File: config.mk
export PLATFORM = sky130hd
export DESIGN_NAME = logic_unit_pipe
export DESIGN_NICKNAME = d
export VERILOG_FILES = /design/src/rtl/logic_unit_pipe_pkg.sv /design/src/rtl/logic_unit_pipe_gates.sv /design/src/rtl/logic_unit_pipe_skid.sv /design/src/rtl/logic_unit_pipe.sv
export SDC_FILE = /design/constraint.sdc
export NUM_CORES = 1
export LEC_CHECK = 0
export ABC_CLOCK_PERIOD_IN_PS = 5650
export CORE_MARGIN = 8
export CORE_UTILIZATION = 45
export CTS_CLUSTER_SIZE = 25
export DETAILED_ROUTE_END_ITERATION = 8
export GPL_TIMING_DRIVEN = 0
export PLACE_DENSITY = 0.7
export SYNTH_ARGS = -nofsm -noshare
export SYNTH_HDL_FRONTEND = slang
export SYNTH_SLANG_ARGS = --single-unit
File: constraint.sdc
create_clock -name clock -period 5.65 [get_ports clock]
set_input_delay 1.13 -clock clock [delete_from_list [all_inputs] [get_ports clock]]
set_output_delay 1.13 -clock clock [all_outputs]
set_load 0.05 [all_outputs]
File: src/rtl/logic_unit_pipe_pkg.sv
// Opcode constants and shared types for the logic unit; the ALU decoder
// uses the same opcode encoding, so keep the two in step.
package logic_unit_pipe_pkg;

  localparam int OP_WIDTH = 3;

  typedef enum logic [OP_WIDTH-1:0] {
    OP_AND = 3'd0,
    OP_OR  = 3'd1,
    OP_NOT = 3'd2,
    OP_XOR = 3'd3,
    OP_NOR = 3'd4
  } op_e;

  typedef struct packed {
    logic zero;
    logic neg;
    logic illegal;
  } flags_t;

  localparam int FLAGS_WIDTH = $bits(flags_t);

  function automatic logic op_is_legal(input logic [OP_WIDTH-1:0] code);
    return code <= OP_NOR;
  endfunction

endpackage

File: src/rtl/logic_unit_pipe_gates.sv
// Per-function bitwise logic blocks shared across the datapath library.

module logic_and #(
  parameter int WIDTH = 32
) (
  input  logic [WIDTH-1:0] a,
  input  logic [WIDTH-1:0] b,
  output logic [WIDTH-1:0] y
);
  assign y = a & b;
endmodule

module logic_or #(
  parameter int WIDTH = 32
) (
  input  logic [WIDTH-1:0] a,
  input  logic [WIDTH-1:0] b,
  output logic [WIDTH-1:0] y
);
  assign y = a | b;
endmodule

module logic_not #(
  parameter int WIDTH = 32
) (
  input  logic [WIDTH-1:0] a,
  output logic [WIDTH-1:0] y
);
  assign y = ~a;
endmodule

module logic_xor #(
  parameter int WIDTH = 32
) (
  input  logic [WIDTH-1:0] a,
  input  logic [WIDTH-1:0] b,
  output logic [WIDTH-1:0] y
);
  assign y = a ^ b;
endmodule

module logic_nor #(
  parameter int WIDTH = 32
) (
  input  logic [WIDTH-1:0] a,
  input  logic [WIDTH-1:0] b,
  output logic [WIDTH-1:0] y
);
  assign y = ~(a | b);
endmodule

File: src/rtl/logic_unit_pipe_skid.sv
// Two-entry output buffer (main + skid). in_ready comes straight from a flop,
// so there is no combinational path from out_ready back to the producer.
module logic_unit_skid #(
  parameter int WIDTH = 35
) (
  input  logic             clock,
  input  logic             clear_n,
  input  logic             in_valid,
  output logic             in_ready,
  input  logic [WIDTH-1:0] in_data,
  output logic             out_valid,
  input  logic             out_ready,
  output logic [WIDTH-1:0] out_data
);

  logic             main_valid, main_valid_nxt;
  logic [WIDTH-1:0] main_data, main_data_nxt;
  logic             skid_valid, skid_valid_nxt;
  logic [WIDTH-1:0] skid_data, skid_data_nxt;
  logic             accept, xfer;

  assign accept = in_valid & in_ready;
  assign xfer   = main_valid & out_ready;

  // With skid full, in_ready is already low, so a transfer never races an accept.
  always_comb begin
    main_valid_nxt = main_valid;
    main_data_nxt  = main_data;
    skid_valid_nxt = skid_valid;
    skid_data_nxt  = skid_data;
    if (xfer) begin
      if (skid_valid) begin
        main_data_nxt  = skid_data;
        skid_valid_nxt = 1'b0;
      end else if (accept) begin
        main_data_nxt = in_data;
      end else begin
        main_valid_nxt = 1'b0;
      end
    end else if (accept) begin
      if (main_valid) begin
        skid_valid_nxt = 1'b1;
        skid_data_nxt  = in_data;
      end else begin
        main_valid_nxt = 1'b1;
        main_data_nxt  = in_data;
      end
    end
  end

  always_ff @(posedge clock or negedge clear_n) begin
    if (!clear_n) begin
      main_valid <= 1'b0;
      main_data  <= '0;
      skid_valid <= 1'b0;
      skid_data  <= '0;
      in_ready   <= 1'b0;
    end else begin
      main_valid <= main_valid_nxt;
      main_data  <= main_data_nxt;
      skid_valid <= skid_valid_nxt;
      skid_data  <= skid_data_nxt;
      in_ready   <= ~skid_valid_nxt;
    end
  end

  assign out_valid = main_valid;
  assign out_data  = main_data;

endmodule

File: src/rtl/logic_unit_pipe.sv
// Registered bitwise logic unit with valid/ready handshakes on both sides,
// result flags, illegal-opcode detection and a saturating request counter.
module logic_unit_pipe
  import logic_unit_pipe_pkg::*;
#(
  parameter int DATA_WIDTH = 32,
  parameter int CNT_WIDTH  = 16
) (
  input  logic                  clock,
  input  logic                  clear_n,
  input  logic                  in_valid,
  output logic                  in_ready,
  input  logic [OP_WIDTH-1:0]   op,
  input  logic [DATA_WIDTH-1:0] A,
  input  logic [DATA_WIDTH-1:0] B,
  output logic                  out_valid,
  input  logic                  out_ready,
  output logic [DATA_WIDTH-1:0] result,
  output logic                  flag_z,
  output logic                  flag_n,
  output logic                  illegal,
  output logic [CNT_WIDTH-1:0]  op_count
);

  localparam int ENTRY_WIDTH = DATA_WIDTH + FLAGS_WIDTH;

  logic [DATA_WIDTH-1:0]  and_y, or_y, not_y, xor_y, nor_y;
  logic [DATA_WIDTH-1:0]  calc_result;
  flags_t                 calc_flags;
  logic [ENTRY_WIDTH-1:0] in_entry, out_entry;
  flags_t                 out_flags;
  logic                   accept;

  logic_and #(.WIDTH(DATA_WIDTH)) u_and (.a(A), .b(B), .y(and_y));
  logic_or  #(.WIDTH(DATA_WIDTH)) u_or  (.a(A), .b(B), .y(or_y));
  logic_not #(.WIDTH(DATA_WIDTH)) u_not (.a(A),        .y(not_y));
  logic_xor #(.WIDTH(DATA_WIDTH)) u_xor (.a(A), .b(B), .y(xor_y));
  logic_nor #(.WIDTH(DATA_WIDTH)) u_nor (.a(A), .b(B), .y(nor_y));

  // Illegal opcodes yield a zero result, which makes the zero flag fall out naturally.
  always_comb begin
    calc_result = '0;
    case (op)
      OP_AND:  calc_result = and_y;
      OP_OR:   calc_result = or_y;
      OP_NOT:  calc_result = not_y;
      OP_XOR:  calc_result = xor_y;
      OP_NOR:  calc_result = nor_y;
      default: calc_result = '0;
    endcase
    calc_flags.zero    = (calc_result == '0);
    calc_flags.neg     = calc_result[DATA_WIDTH-1];
    calc_flags.illegal = ~op_is_legal(op);
  end

  assign in_entry = {calc_result, calc_flags};

  logic_unit_skid #(.WIDTH(ENTRY_WIDTH)) u_skid (
    .clock     (clock),
    .clear_n   (clear_n),
    .in_valid  (in_valid),
    .in_ready  (in_ready),
    .in_data   (in_entry),
    .out_valid (out_valid),
    .out_ready (out_ready),
    .out_data  (out_entry)
  );

  assign result    = out_entry[ENTRY_WIDTH-1:FLAGS_WIDTH];
  assign out_flags = flags_t'(out_entry[FLAGS_WIDTH-1:0]);
  assign flag_z    = out_flags.zero;
  assign flag_n    = out_flags.neg;
  assign illegal   = out_flags.illegal;

  assign accept = in_valid & in_ready;

  always_ff @(posedge clock or negedge clear_n) begin
    if (!clear_n) begin
      op_count <= '0;
    end else if (accept && (op_count != '1)) begin
      op_count <= op_count + CNT_WIDTH'(1);
    end
  end

endmodule

### Port wiring

Scale bar: 50 um.
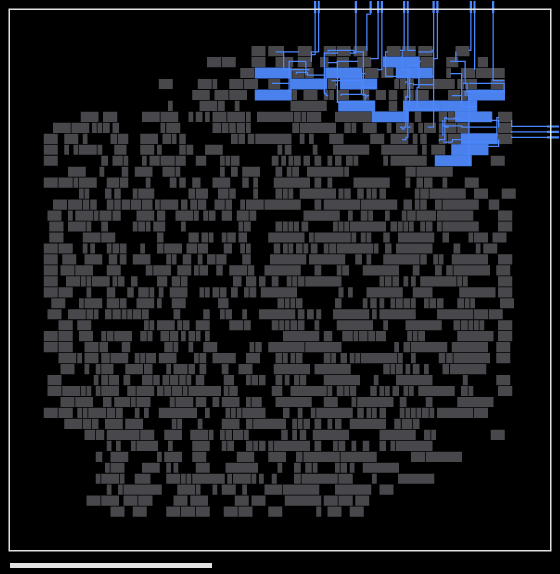
colour	port	direction	edge	end cells	buffers	wire
blue	op_count	output	13 top, 3 right	16	16	582 um
IO buf count: 123
I/O pin count: 124

### The clock network

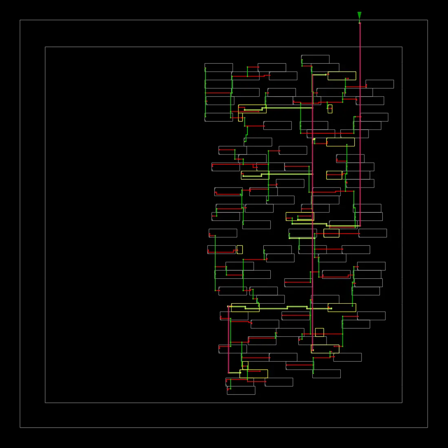
clock sink total: 87
Insertion Delay late pin: 0.34 ns
CTS buffer count: 9
Flops: 87
skew final: 0.004647 ns

### Sequential cells grouped by signal name

Scale bar: 50 um.
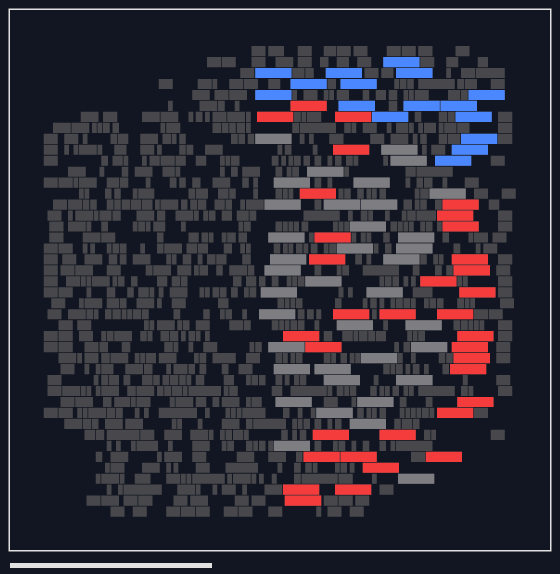
colour	signal	sequential cells
red	u_skid.out_data	34
blue	op_count	16
flop share of the area: 0.2717
Sequential Power: 1.01 mW
Flop area: 2177 um2
Final Core Density: 0.5840

### Signal wires by layer

Only two layers are drawn.
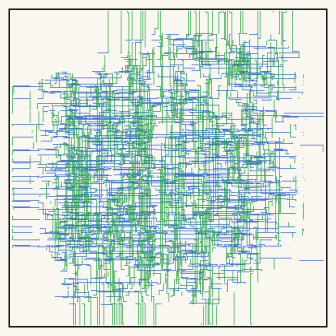
colour	layer	wire length
green	metal 2	8,450 um
blue	metal 1	8,170 um
routed length per placed instance: 16.59 um
WL final: 18,050 um
total track usage: 0.2025

cells in the final DEF, fill, tap and decap left out, drive strengths merged, types with 13 or more instances in the layout:
cell	n
nand3	15
inv	82
buf	26
a21oi	62
ha	65
clkbuf	40
nand2	96
clkdlybuf4s50	122
nor3	13
o21ai	98
nor2	67
dfrtp	87
kinds of logic (layout without fill, tap and decap cells):
kind of cell             count (synthesis)  after routing  share of synthesized area
AND/OR/NAND/NOR                        241            241                     0.1733
multiplexers                            18             18                    0.04417
flip-flops                              87             87                     0.3477
adder cells (fa/ha/maj)                 65             65                     0.1299
AND-OR/OR-AND                          210            210                     0.1950
buffers and inverters                  133            273                    0.09033
XOR/XNOR                                14             14                    0.01958
==> flow_summary.yaml <==
# physical design summary
worst_hold_path:
  hold_path_class: "register to register"
timing:
  setup_viol: 0
  rsz0062_at_grt: "false"
  hold_violations: 0
synth:
  synth_area_um2: 6261
  ys_top_cells_by_count: "nand2_1, o21ai_0, dfrtp_1"
  synth_area_per_cell_um2: 8.152
  synth_area_leader_cell: "dfrtp_1"
drt:
  viasPerCell: 5.394
  met1_length_um: 8165
  routed.top_layer: "met4"
  route.detailed.drc: 0
  drt_first_pass_iters: 5
  initialDrtViolationCount: 445
setup_path:
  r2r_cells: 6
  reg2reg_slack_ns: 3.37
  cpPeakStageDelay_ns: 0.55
  cp_common_cell: "nand4_1"
placed_design:
  place_congestion: 0.8953
  placed_cells: 1072
cells_and_area:
  inv_count: 82
  area_growth_pct: 27.98
  dominant_cells: "multi-input combinational cells"
  finalNonFillerCells: 1088
clock_tree:
  holdBufCountCts: 0
global_route:
  antenna_found_initial: 0
  first_global_vias: 5776
flow_run:
  warning_count: 58
die:
  initial_utilization: 0.4564
  dieArea_um2: 17940
run_status:
  status: "complete, no violations"
power:
  power_density_nw_per_um2: 377.2
  finalPower_mw: 3.022
  clkPwrFrac: 0.184
Power is estimated from default activity; no workload was simulated.
